--- src/rtl/hazard_scoreboard.sv ---
// hazard_scoreboard
//
// Tracks the destination registers of instructions that have left decode and
// are still in flight (stages 1..DEPTH, stage DEPTH being write-back). For
// each source operand of the instruction in decode it either picks the
// youngest in-flight producer to forward from, or requests a stall when that
// producer's result is not yet available (e.g. a load one stage behind).
//
// Parameters
//   AW          register address width
//   DEPTH       in-flight stages after issue (2..7); stage DEPTH is write-back
//   ALU_READY   first stage at which a non-load result can be forwarded
//   LOAD_READY  first stage at which a load result can be forwarded
//   FLUSH_DEPTH number of youngest stages killed by a flush (0..DEPTH-1)
//   SW          width of the forward selects
//
// Ports
//   clk, rst_n                      clock, asynchronous active-low reset
//   issue_valid                     decode holds an instruction
//   issue_rs, issue_rt              source register addresses
//   issue_rs_used, issue_rt_used    source is actually read
//   issue_wr_en, issue_wr_addr      destination write enable / address
//   issue_is_load                   result comes from data memory
//   flush                           taken branch/jump kill request
//   stall                           decode must hold (combinational)
//   issue_fire                      instruction leaves decode this cycle
//   fwd_sel_a, fwd_sel_b            0 = register file, k = stage k result
//   wb_valid, wb_addr               write-back stage contents
//   stall_count                     saturating count of stalled cycles
module hazard_scoreboard #(
    parameter int unsigned AW          = 5,
    parameter int unsigned DEPTH       = 3,
    parameter int unsigned ALU_READY   = 1,
    parameter int unsigned LOAD_READY  = 2,
    parameter int unsigned FLUSH_DEPTH = 1,
    parameter int unsigned SW          = $clog2(DEPTH + 1)
) (
    input  logic          clk,
    input  logic          rst_n,
    input  logic          issue_valid,
    input  logic [AW-1:0] issue_rs,
    input  logic [AW-1:0] issue_rt,
    input  logic          issue_rs_used,
    input  logic          issue_rt_used,
    input  logic          issue_wr_en,
    input  logic [AW-1:0] issue_wr_addr,
    input  logic          issue_is_load,
    input  logic          flush,
    output logic          stall,
    output logic          issue_fire,
    output logic [SW-1:0] fwd_sel_a,
    output logic [SW-1:0] fwd_sel_b,
    output logic          wb_valid,
    output logic [AW-1:0] wb_addr,
    output logic [15:0]   stall_count
);

    // Per-stage entry; index 1 is the youngest (just issued).
    logic [DEPTH:1]         stg_valid;
    logic [DEPTH:1]         stg_load;
    logic [DEPTH:1][AW-1:0] stg_addr;

    typedef struct packed {
        logic          stall;
        logic [SW-1:0] sel;
    } lookup_t;

    lookup_t look_a;
    lookup_t look_b;

    // Youngest-match search for one source operand. Scanning upward from
    // stage 1 and latching only the first hit gives youngest-wins priority.
    // A hit that is not yet ready produces a stall and a zero select.
    function automatic lookup_t lookup(
        input logic [AW-1:0]         src,
        input logic                  used,
        input logic [DEPTH:1]        v,
        input logic [DEPTH:1]        ld,
        input logic [DEPTH:1][AW-1:0] a
    );
        lookup_t     res;
        logic        found;
        int unsigned need;
        res   = '0;
        found = 1'b0;
        if (used && (src != '0)) begin
            for (int unsigned k = 1; k <= DEPTH; k++) begin
                if (!found && v[k] && (a[k] == src)) begin
                    found = 1'b1;
                    need  = ld[k] ? LOAD_READY : ALU_READY;
                    if (k >= need) begin
                        res.sel = SW'(k);
                    end else begin
                        res.stall = 1'b1;
                    end
                end
            end
        end
        return res;
    endfunction

    always_comb begin
        look_a = lookup(issue_rs, issue_rs_used, stg_valid, stg_load, stg_addr);
        look_b = lookup(issue_rt, issue_rt_used, stg_valid, stg_load, stg_addr);
    end

    // Stage registers are already clear while rst_n is low; the explicit
    // rst_n gating keeps the handshake outputs quiet regardless of inputs.
    always_comb begin
        stall      = rst_n & issue_valid & (look_a.stall | look_b.stall);
        issue_fire = rst_n & issue_valid & ~stall & ~flush;
        fwd_sel_a  = rst_n ? look_a.sel : '0;
        fwd_sel_b  = rst_n ? look_b.sel : '0;
    end

    assign wb_valid = stg_valid[DEPTH];
    assign wb_addr  = stg_addr[DEPTH];

    // Writes to r0 never enter as valid entries, so r0 can never match.
    always_ff @(posedge clk or negedge rst_n) begin
        if (!rst_n) begin
            stg_valid   <= '0;
            stg_load    <= '0;
            stg_addr    <= '0;
            stall_count <= '0;
        end else begin
            stg_valid[1] <= issue_fire & issue_wr_en & (issue_wr_addr != '0);
            stg_addr[1]  <= issue_wr_addr;
            stg_load[1]  <= issue_is_load;
            // On flush the youngest FLUSH_DEPTH entries are invalidated as
            // they shift, so stage FLUSH_DEPTH+1 receives a bubble.
            for (int unsigned k = 2; k <= DEPTH; k++) begin
                stg_valid[k] <= stg_valid[k-1] & ~(flush && ((k - 1) <= FLUSH_DEPTH));
                stg_addr[k]  <= stg_addr[k-1];
                stg_load[k]  <= stg_load[k-1];
            end
            if (issue_valid && stall && !flush && (stall_count != '1)) begin
                stall_count <= stall_count + 16'd1;
            end
        end
    end

endmodule

--- config.mk ---
export PLATFORM = sky130hd
export DESIGN_NAME = hazard_scoreboard
export DESIGN_NICKNAME = d
export VERILOG_FILES = /design/src/rtl/hazard_scoreboard.sv
export SDC_FILE = /design/constraint.sdc
export NUM_CORES = 1
export LEC_CHECK = 0
export ABC_AREA = 1
export CAP_MARGIN = 30
export CORE_UTILIZATION = 45
export CTS_CLUSTER_SIZE = 8
export DETAILED_ROUTE_END_ITERATION = 16
export PLACE_DENSITY_LB_ADDON = 0.2
export SLEW_MARGIN = 20
export SYNTH_ARGS = -nofsm -noshare
export SYNTH_HDL_FRONTEND = slang
export SYNTH_SLANG_ARGS = --single-unit
--- constraint.sdc ---
create_clock -name clk -period 1.45 [get_ports clk]
set_clock_uncertainty 0.1 [all_clocks]
set_input_delay 0.3625 -clock clk [delete_from_list [all_inputs] [get_ports clk]]
set_output_delay 0.3625 -clock clk [all_outputs]
set_load 0.05 [all_outputs]
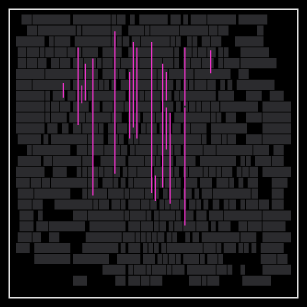
*The metal 4 layer*
Scale: 4 px per um.
main direction: vertical
wire length on this layer: 327 um
share of all routed wire: 4.2%
via count of the routed design: 2,628
final wirelength: 7855 um

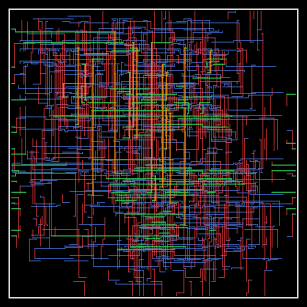
*Metal layers overlaid*
Scale: 4 px per um.
[blue] met1 | wire length: 3,020 um
[orange] met4 | wire length: 327 um
[red] met2 | wire length: 3,730 um
[green] met3 | wire length: 776 um
overall routing resource usage: 28.25%
average routed wire per standard cell: 16.75 um

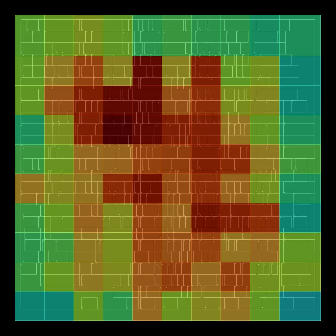
*Routing congestion map*
busiest layer in global routing: met2
global routing usage on met1: 38.16%

==> summary.txt <==
The synthesis and PnR run went through. On the critical path the data arrives at 1.78 ns. Combinational-cell power consumption landed at 0.414 mW. Number of cell instances after yosys synthesis landed at 293.

Power spread over the standard cell area amounts to 552.3 mW/mm^2. Across all register-to-register paths, the minimum setup slack is -0.45 ns. Signal nets in the final route climb as high as met4. Final setup violation count landed at 37. Number of nets with antenna violations after detailed routing landed at 0. The endpoint identified for the worst register-to-register timing path is stall_count[12].

For this run, the share of the core covered by cells in the final layout is 83.73%. In the per-layer summary, the met1 wirelength comes to 3018 um. Met3 capacity usage during global routing landed at 4.641%. Wire length of the first global-routing pass landed at 10,940 um. Largest net degree at the start of global routing landed at 19.

Hold is met by 0.007063 ns. Count of routing violations after the opening detailed-route iteration landed at 254. Global routing used 46.12% of the available met2 tracks. Per report_power, the sequential group accounts for 47.7% of the total. Logic depth along the worst register-to-register path is recorded as 10.

Summed over all cells, the static leakage comes to 1.809 nW. TritonCTS built the clock tree. Number of pins exceeding their max-slew limit in the final report landed at 0. Sorting the synthesis cell report by count puts at the top sky130_fd_sc_hd__nand2_1. Average size of a mapped cell landed at 7.473 sq um. Met3 wire length landed at 776 um. Number of top-level pins landed at 51. Part of the Yosys area used for sequential elements landed at 40.00%. Clock net sink count landed at 35. According to the timing report, the critical path is launched from wb_addr[0]. Area overhead of the layout relative to synthesis landed at 79.43%. For reference, the top cells by area after synthesis are sky130_fd_sc_hd__dfrtp_1, sky130_fd_sc_hd__nand2_1, sky130_fd_sc_hd__xor2_1.

Adder and majority cell fraction of the synthesized area landed at 0.5714%. The critical path is of the flop to primary output type. The flow ran to the end, but the final reports show violations. Among all stages on the critical path, the maximum delay recorded is 0.45 ns. Per the layout area report, the combinational gate area comes to 0.001353 sq mm. No sink is reached through more buffers than the 2 on the longest clock path. The logs give a warning total of 29. The synthesized design spends more area on one cell type than any other, namely sky130_fd_sc_hd__dfrtp_1. Per the gpl log, the routability congestion estimate is 0.9514. In the floorplan report the effective utilization is 46.67%. The min-delay analysis places its worst path in the category input port to asynchronous set/reset pin. Per the OpenROAD floorplan log, the area of the core is 0.004692 sq mm.

Of the combinational cells, the family taking the most area is simple AND/OR/NAND/NOR gates. Sum of net half-perimeters after detailed placement landed at 4765 um. For this run, the leading register cell type out of synthesis is sky130_fd_sc_hd__dfrtp_1. The global route stage reports its total congestion overflow as 0.

In the post-route analysis, the smallest setup slack over all paths is -0.7889 ns. With fillers left out, the area of the finished cells amounts to 0.003929 sq mm. Area fraction in xor and xnor cells landed at 9.200%. Total chip power landed at 2.170 mW. For reference, compound AND-OR and OR-AND cells occupy 4.514% of the area reported after synthesis. Of all power groups, the one with the highest power is sequential cells.

Area fraction in mux cells landed at 0%. Per the repair_timing log after CTS, setup buffers inserted total 13. The post-synth count of flops with an enable pin is 0. Fraction of power consumed by combinational cells landed at 19.1%. Looking at the clock tree report, the H-tree level count equals 2. The checks that failed: setup timing. Critical path depth landed at 7. Per STA, the worst path accumulates the most delay in the family simple AND/OR/NAND/NOR gates. Count of standard-cell rows landed at 25. In the synthesized netlist, the cells that appear most often are sky130_fd_sc_hd__nand2_1, sky130_fd_sc_hd__dfrtp_1, sky130_fd_sc_hd__nor2_1, sky130_fd_sc_hd__inv_1, sky130_fd_sc_hd__nand4_1.

For this run, the top clock speed supported by timing is 446.6 MHz. OpenSTA lists the critical path endpoint as fwd_sel_a[1]. Internal power landed at 1.528 mW. Tightest slew margin relative to the limit landed at 80.80%.

In the layout the commonest cells are sky130_fd_sc_hd__nand2_1, sky130_fd_sc_hd__buf_4, sky130_fd_sc_hd__buf_12. After detailed routing, the number of remaining DRC violations is 0. For this run, the chip area from Yosys synthesis comes to 0.002190 sq mm.

Clock-pin slew was measured on the worst setup and hold paths at 0.08 ns.
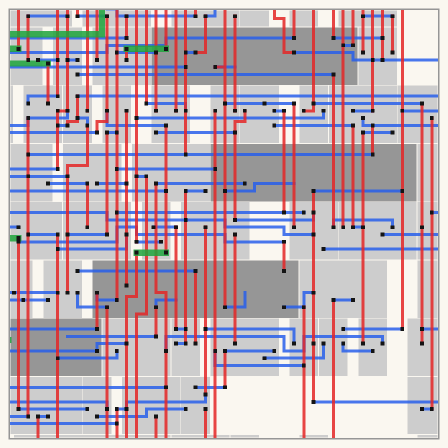
*Close-up of the layout*
Region (44, 8) to (64, 28) um. Cells in grey, sequential cells in the stronger grey; small squares are vias.
[green] met3
[red] met2
[blue] met1
sequential cells in the window: 3
netlist names of flops here include: `wb_addr` (2), `stg_valid` (1)
cells with their middle in the window: 38
most frequent: nand2_1 (8), buf_4 (4)

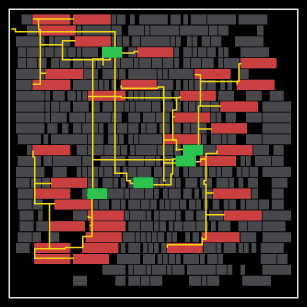
*Routed clock nets over the placement*
Scale: 4 px per um.
[yellow] clock wires | length: 479 um
[green] cells driving clock nets | count: 5
[red] flip-flops | count: 35
flops lie: widely spread
routed clock nets: 6
clk latency late pin: 0.29 ns
Clock Power: 0.722 mW
share of power burned in the clock network: 33.3%

## cell families after synthesis
group	after synthesis
AND-OR/OR-AND	18
XOR/XNOR	23
adder cells (fa/ha/maj)	1
buffers and inverters	39
flip-flops	35
AND/OR/NAND/NOR	177
## state kept, by name, indices dropped and copies added (netlist names)
register	flops
stg_addr	10
wb_addr	5
stall_count	16
stg_valid	3
stg_load	1
## layout make-up
| class | count | area share [%] |
|---|---|---|
| Clock buffer | 5 | 1.752 |
| Clock inverter | 3 | 0.5096 |
| Inverter | 29 | 2.866 |
| Multi-Input combinational cell | 220 | 34.43 |
| Sequential cell | 35 | 22.74 |
| Tap cell | 54 | 1.720 |
| Timing Repair Buffer | 123 | 35.99 |
Power is estimated from default activity; no workload was simulated.
